--- src/rtl/pulse_seq_pkg.sv ---
// Shared definitions for the pulse sequencer: FSM state encoding and the
// layout of a 2-bit program symbol (bit1 = level, bit0 = duration select).
package pulse_seq_pkg;

  typedef enum logic [1:0] {
    ST_IDLE  = 2'd0,
    ST_FETCH = 2'd1,
    ST_PLAY  = 2'd2,
    ST_DONE  = 2'd3
  } seq_state_t;

  localparam int SYM_BITS      = 2;
  localparam int SYM_LEVEL_BIT = 1;
  localparam int SYM_DUR_BIT   = 0;

endpackage

--- src/rtl/pulse_seq_carrier.sv ---
// Carrier generator for high-level symbols. Built only when
// PULSE_SEQ_CARRIER_EN is defined. 'level' is the value pulse_out takes at
// the coming edge: a 50% square wave of period 2*(div+1) that restarts high
// whenever 'restart' marks the first cycle of a new symbol.
`ifdef PULSE_SEQ_CARRIER_EN
module pulse_seq_carrier (
  input  logic       clk,
  input  logic       rst_n,
  input  logic       restart,
  input  logic [7:0] div,
  output logic       level
);

  logic [7:0] half_cnt;
  logic       phase;

  // Next carrier value: forced high on restart, otherwise toggles after div+1 cycles.
  always_comb begin
    level = phase;
    if (restart) begin
      level = 1'b1;
    end else if (half_cnt == div) begin
      level = ~phase;
    end
  end

  // Half-period counter and current carrier phase.
  always_ff @(posedge clk or negedge rst_n) begin
    if (!rst_n) begin
      half_cnt <= '0;
      phase    <= 1'b0;
    end else if (restart) begin
      half_cnt <= '0;
      phase    <= 1'b1;
    end else if (half_cnt == div) begin
      half_cnt <= '0;
      phase    <= ~phase;
    end else begin
      half_cnt <= half_cnt + 8'd1;
    end
  end

endmodule
`endif

--- src/rtl/pulse_sequencer.sv ---
// Pulse sequencer: plays a stored program of 2-bit symbols onto pulse_out.
// Each symbol holds its level for duration+1 cycles; words are prefetched
// during the last symbol of the current word so word boundaries are gapless.
// Optional carrier modulation is compiled in with PULSE_SEQ_CARRIER_EN.
// Handshake: start is a level sampled in IDLE (ignored while busy); stop
// aborts FETCH/PLAY on the next edge and wins over a coincident start.
module pulse_sequencer
  import pulse_seq_pkg::*;
#(
  parameter int NUM_WORDS     = 8,
  parameter int SYMS_PER_WORD = 16
) (
  input  logic        clk,
  input  logic        rst_n,
  input  logic        start,
  input  logic        stop,
  input  logic [2:0]  last_word,
  input  logic [7:0]  loop_count,
  input  logic [7:0]  dur_short,
  input  logic [7:0]  dur_long,
  input  logic        idle_level,
`ifdef PULSE_SEQ_CARRIER_EN
  input  logic        carrier_en,
  input  logic [7:0]  carrier_div,
`endif
  output logic [2:0]  read_address,
  input  logic [31:0] data_in,
  output logic        pulse_out,
  output logic        busy,
  output logic        done,
  output logic [1:0]  state_dbg
);

  localparam int IDX_W = $clog2(SYMS_PER_WORD);

  seq_state_t state_q, state_d;

  logic [2:0]       last_word_q;
  logic [7:0]       loops_left;
  logic [7:0]       dur_short_q, dur_long_q;
  logic             idle_q;
  logic [31:0]      word_q;
  logic [IDX_W-1:0] sym_idx, sym_nxt;
  logic [7:0]       dur_cnt, next_dur;
  logic [2:0]       word_idx, next_word;
  logic             cur_level;

  logic             sym_end, last_sym, wrap, word_end, finish;
  logic             sym_start, load_word;
  logic [1:0]       next_sym;
  logic             play_level, drive_level;

  // Symbol/word sequencing conditions derived from the counters.
  always_comb begin
    sym_nxt    = sym_idx + 1'b1;
    sym_end    = (dur_cnt == 8'd0);
    last_sym   = (sym_idx == IDX_W'(SYMS_PER_WORD - 1));
    wrap       = (word_idx == last_word_q) || (word_idx == 3'(NUM_WORDS - 1));
    next_word  = wrap ? 3'd0 : word_idx + 3'd1;
    word_end   = (state_q == ST_PLAY) && sym_end && last_sym;
    finish     = word_end && wrap && (loops_left == 8'd0);
    load_word  = (state_q == ST_FETCH) || word_end;
    sym_start  = !stop && ((state_q == ST_FETCH) ||
                           ((state_q == ST_PLAY) && sym_end && !finish));
    next_sym   = load_word ? data_in[SYM_BITS-1:0]
                           : word_q[SYM_BITS*sym_nxt +: SYM_BITS];
    next_dur   = next_sym[SYM_DUR_BIT] ? dur_long_q : dur_short_q;
    play_level = sym_start ? next_sym[SYM_LEVEL_BIT] : cur_level;
  end

`ifdef PULSE_SEQ_CARRIER_EN
  logic carrier_level;

  pulse_seq_carrier u_carrier (
    .clk     (clk),
    .rst_n   (rst_n),
    .restart (sym_start),
    .div     (carrier_div),
    .level   (carrier_level)
  );

  assign drive_level = play_level & (carrier_level | ~carrier_en);
`else
  assign drive_level = play_level;
`endif

  // State register.
  always_ff @(posedge clk or negedge rst_n) begin
    if (!rst_n) begin
      state_q <= ST_IDLE;
    end else begin
      state_q <= state_d;
    end
  end

  // Next-state logic: stop aborts any active phase and beats a same-cycle start.
  always_comb begin
    state_d = state_q;
    case (state_q)
      ST_IDLE:  if (start && !stop) state_d = ST_FETCH;
      ST_FETCH: state_d = stop ? ST_IDLE : ST_PLAY;
      ST_PLAY: begin
        if (stop) begin
          state_d = ST_IDLE;
        end else if (finish) begin
          state_d = ST_DONE;
        end
      end
      default:  state_d = ST_IDLE;
    endcase
  end

  // Status outputs; the address runs one word ahead during a word's last symbol.
  always_comb begin
    busy         = (state_q == ST_FETCH) || (state_q == ST_PLAY);
    done         = (state_q == ST_DONE);
    state_dbg    = state_q;
    read_address = 3'd0;
    if (state_q == ST_PLAY) begin
      read_address = last_sym ? next_word : word_idx;
    end else if (state_q == ST_FETCH) begin
      read_address = word_idx;
    end
  end

  // Configuration latch, symbol counters and the registered pulse stream.
  always_ff @(posedge clk or negedge rst_n) begin
    if (!rst_n) begin
      last_word_q <= '0;
      loops_left  <= '0;
      dur_short_q <= '0;
      dur_long_q  <= '0;
      idle_q      <= 1'b0;
      word_q      <= '0;
      sym_idx     <= '0;
      dur_cnt     <= '0;
      word_idx    <= '0;
      cur_level   <= 1'b0;
      pulse_out   <= 1'b0;
    end else begin
      case (state_q)
        ST_IDLE: begin
          if (start && !stop) begin
            last_word_q <= last_word;
            loops_left  <= loop_count;
            dur_short_q <= dur_short;
            dur_long_q  <= dur_long;
            idle_q      <= idle_level;
            word_idx    <= '0;
            pulse_out   <= idle_level;
          end
        end
        ST_FETCH, ST_PLAY: begin
          if (stop || finish) begin
            pulse_out <= idle_q;
            word_idx  <= '0;
          end else begin
            pulse_out <= drive_level;
            if (sym_start) begin
              sym_idx   <= load_word ? '0 : sym_nxt;
              dur_cnt   <= next_dur;
              cur_level <= next_sym[SYM_LEVEL_BIT];
              if (load_word) word_q <= data_in;
              if (word_end) begin
                word_idx <= next_word;
                if (wrap && (loops_left != 8'd0)) loops_left <= loops_left - 8'd1;
              end
            end else begin
              dur_cnt <= dur_cnt - 8'd1;
            end
          end
        end
        default: pulse_out <= idle_q;
      endcase
    end
  end

endmodule

--- config.mk ---
export PLATFORM = sky130hd
export DESIGN_NAME = pulse_sequencer
export DESIGN_NICKNAME = d
export VERILOG_FILES = /design/src/rtl/pulse_seq_pkg.sv /design/src/rtl/pulse_seq_carrier.sv /design/src/rtl/pulse_sequencer.sv
export SDC_FILE = /design/constraint.sdc
export NUM_CORES = 1
export LEC_CHECK = 0
export ABC_AREA = 1
export CAP_MARGIN = 10
export CORE_MARGIN = 2
export CORE_UTILIZATION = 30
export CTS_BUF_LIST = sky130_fd_sc_hd__clkbuf_16
export CTS_CLUSTER_SIZE = 12
export DETAILED_ROUTE_END_ITERATION = 8
export PLACE_DENSITY = 0.49
export SYNTH_ARGS = -nofsm -noshare
export SYNTH_HDL_FRONTEND = slang
export SYNTH_SLANG_ARGS = --single-unit
--- constraint.sdc ---
create_clock -name clk -period 4.19 [get_ports clk]
set_input_delay 1.257 -clock clk [delete_from_list [all_inputs] [get_ports clk]]
set_output_delay 1.257 -clock clk [all_outputs]
set_load 0.005 [all_outputs]
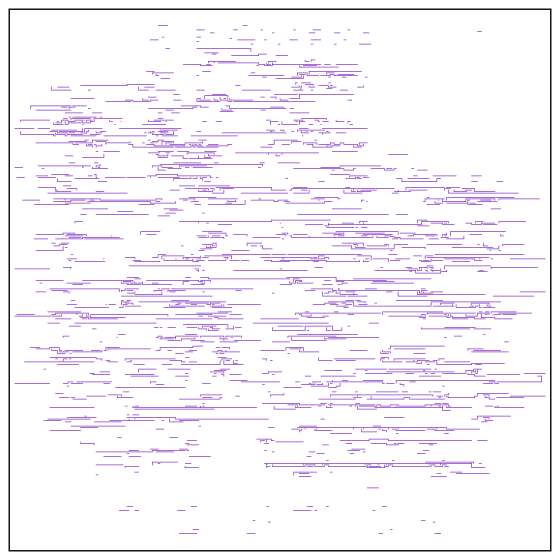
layer_met1.png
main direction	horizontal
longest straight run	49.2 um
nets with wire on the layer	606

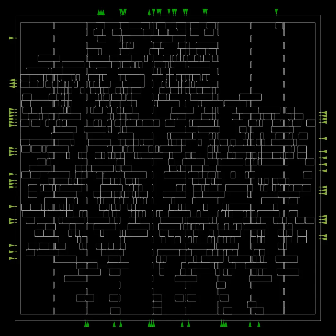
placement.png
Core Region: 0.01515 mm^2
filler instances: 1532
Tap Count: 188

==> out/results.txt <==
Status = completed
Ys async rst share = 100.0%
Mapped Avg Cell Area = 8.524 um^2
Routability Congestion = 0.8179
P_leak = 2.651 nW
Worst IR Drop VDD = 0.2393 mV
Largest net degree at the start of global routing = 80
N_diodes = 0
Row count = 45
Most used flip-flop cell = dfrtp_1
Synth top area cells = dfrtp_1, nand2_1, nand3_1
Reg-to-Reg Start = state_dbg[0]
Area leader share = 42.63%
Synth Cell Area = 0.004637 mm^2
Layout cell share with drive strength beyond 1 = 17.75%
GRT Total Usage = 14.20%
Remaining DRCs = 0
Hold_ws = 485.4 ps
CTS H-tree depth = 3
Worst Setup End Kind = primary output
Reg area = 0.001977 mm^2
Initial DRC Count = 220
Final hold vios = 0
Reg2reg setup slack = 1760 ps
Reg clk slew, reported paths = 60 ps
Tool warnings = 31
Power consumption = 4.186 mW
Hold_sp = word_q[0]
Post-Synthesis Cells = 544
Endpoints failing setup = 0
Crit-path cells = inv_1, ha_1, nand2_1, o21ai_0, o22ai_1, clkdlybuf4s50_1
Max-capacitance violation count = 0
Sequential share of the synthesized area = 42.63%
Post-CTS sizing = 0
Comb power frac = 49.6%
Cell Type Count = 44
Final WL = 10520 um
Inserted Clock Buffers = 9
WP data arrival = 2260 ps
Pwr dens = 735.7 mW/mm^2
IO Pins = 72
Crit path launch = state_dbg[0]
Clock sinks = 79
Die height = 128.3 um
Register share of total power = 31.9%
Grt total ovfl = 0
P_int = 2.386 mW
Crit path launch type = register
Clock power share = 18.6%
Top cells excl fill/tap = nand2_1, dfrtp_1, clkdlybuf4s50_1
Worst Path Max Fanout = 6
Worst Skew = 8.775 ps
Unrepaired setup endpoints after global routing = false
Final Net Count = 684
First-pass GRT wire length = 18750 um
Yosys Warn Count = 0
Pre-Place Util = 30.62%
Crit-path slowest cell = clkdlybuf4s50_1
Clock buffer depth = 2
Placed insts = 786
Hpwl dp = 7551 um
Switching pwr = 1.800 mW
Die area = 0.01647 mm^2
Setup Total Neg Slack = 0 ps
Vias in the first global route = 3851
Slew headroom = 31.79%
Ys cells = 544
Final min period = 3520 ps
Fin util = 37.56%
Post-Layout Cell Count = 802
Final Slew Violations = 0
Die X = 128.3 um
Switching share of total power = 43.00%
Yosys top cell by area = dfrtp_1
Setup bufs post-CTS = 0
Req. time, crit path = 2930 ps
Largest stage delay, worst path = 530 ps
Hold Buf Count CTS = 0
HP Class = register to register
ANT nets after route = 0
TritonCTS clock tree = done
DR WL/cell = 13.12 um
Vias per inst = 4.638
Critical path class = register to primary output
Synth Net Count = 619
Yosys stat chip area = 0.004637 mm^2
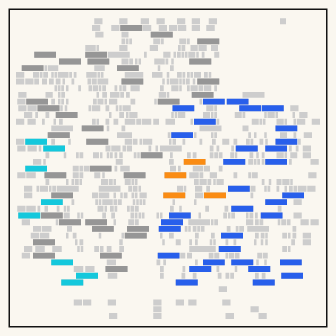
flops_by_reg.png
Other sequential cells in the stronger gray, the rest of the logic in the fainter gray.
signal	color	sequential cells
sym_idx	orange	4
word_q	blue	32
dur_short_q	cyan	8
not colored	35

final cells by class:
| type | count | area share [%] |
|---|---|---|
| flip-flops and latches | 79 | 34.75 |
| clock inverters | 7 | 1.144 |
| well taps | 188 | 4.135 |
| inverters | 60 | 4.003 |
| repair buffers | 73 | 12.71 |
| multi-input cells | 386 | 39.30 |
| clock buffers | 9 | 3.959 |
worst paths after layout:
check,to,depth (start not counted)
max,read_address[2],6
min,word_q[0],2
max reg2reg,word_q[13],7
min reg2reg,word_q[0],2
max in group asynchronous,word_idx[2],1
min in group asynchronous,word_q[19],1
kinds of logic (layout without fill, tap and decap cells):
group,count (synthesis),count (layout),share of synthesized area [%]
muxes,14,14,3.346
and+or+nand+nor,273,273,28.71
xor gates and xnor gates,12,12,2.267
adders and majority gates,11,11,2.968
buffers and inverters,79,149,9.147
AOI/OAI and AO/OA,76,76,10.93
DFF,79,79,42.63
routing by layer:
layer	track usage [%]	share of wire (%)	routed length, um
met4	4.654	1.1	114
met5	0	0	0
met1	18.87	48	5058
met2	22.75	46	4868
met3	3.548	4.6	482
flip-flops by register name, summed over array words and instances, names as in the netlist:
name and cells:
loops_left 8, state_dbg 2, pulse_out 1, word_q 32, cur_level 1, word_idx 3
dur_cnt 8, idle_q 1, dur_long_q 8, last_word_q 3, dur_short_q 8, sym_idx 4
metrics by stage:
stage	worst slack [ps]	area [um^2]
after floorplan	1713	4637
after global placement	1065	5399
after detailed placement	1026	5399
after CTS	665.2	5689
after global routing	564.9	5689
final	670.3	5689
cells in the mapped netlist (5+ instances only):
cell     number
nand2_2      25
dfrtp_1      79
xor2_1        9
o21ai_2       8
ha_1         11
nor2_4        5
inv_1        47
nand2_1     119
nand3_1      65
o21ai_0      18
nand3_2       6
a21oi_1      11
a21oi_2      13
o22ai_1       7
o21ai_1       5
mux2_2       12
nor2_1       36
buf_2         6
inv_2        12
power groups by stage:
stage	combinational [mW]	clock (mW)	sequential, mW
after CTS	2.11	0.801	1.34
after detailed placement	2.11	0	1.35
after global routing	2.42	0.831	1.39
after floorplan	1.68	0	1.30
after global placement	2.08	0	1.34
final	2.07	0.777	1.33
critical path: cells and delay by family, from the launching register on:
kind / cells / cell delay [ps]
adder cells (fa/ha/maj): 1 / 290
buffers and inverters: 2 / 630
flip-flops: 1 / 400
AND/OR/NAND/NOR: 1 / 190
AND-OR/OR-AND: 2 / 410
Power and IR drop assume default switching activity.
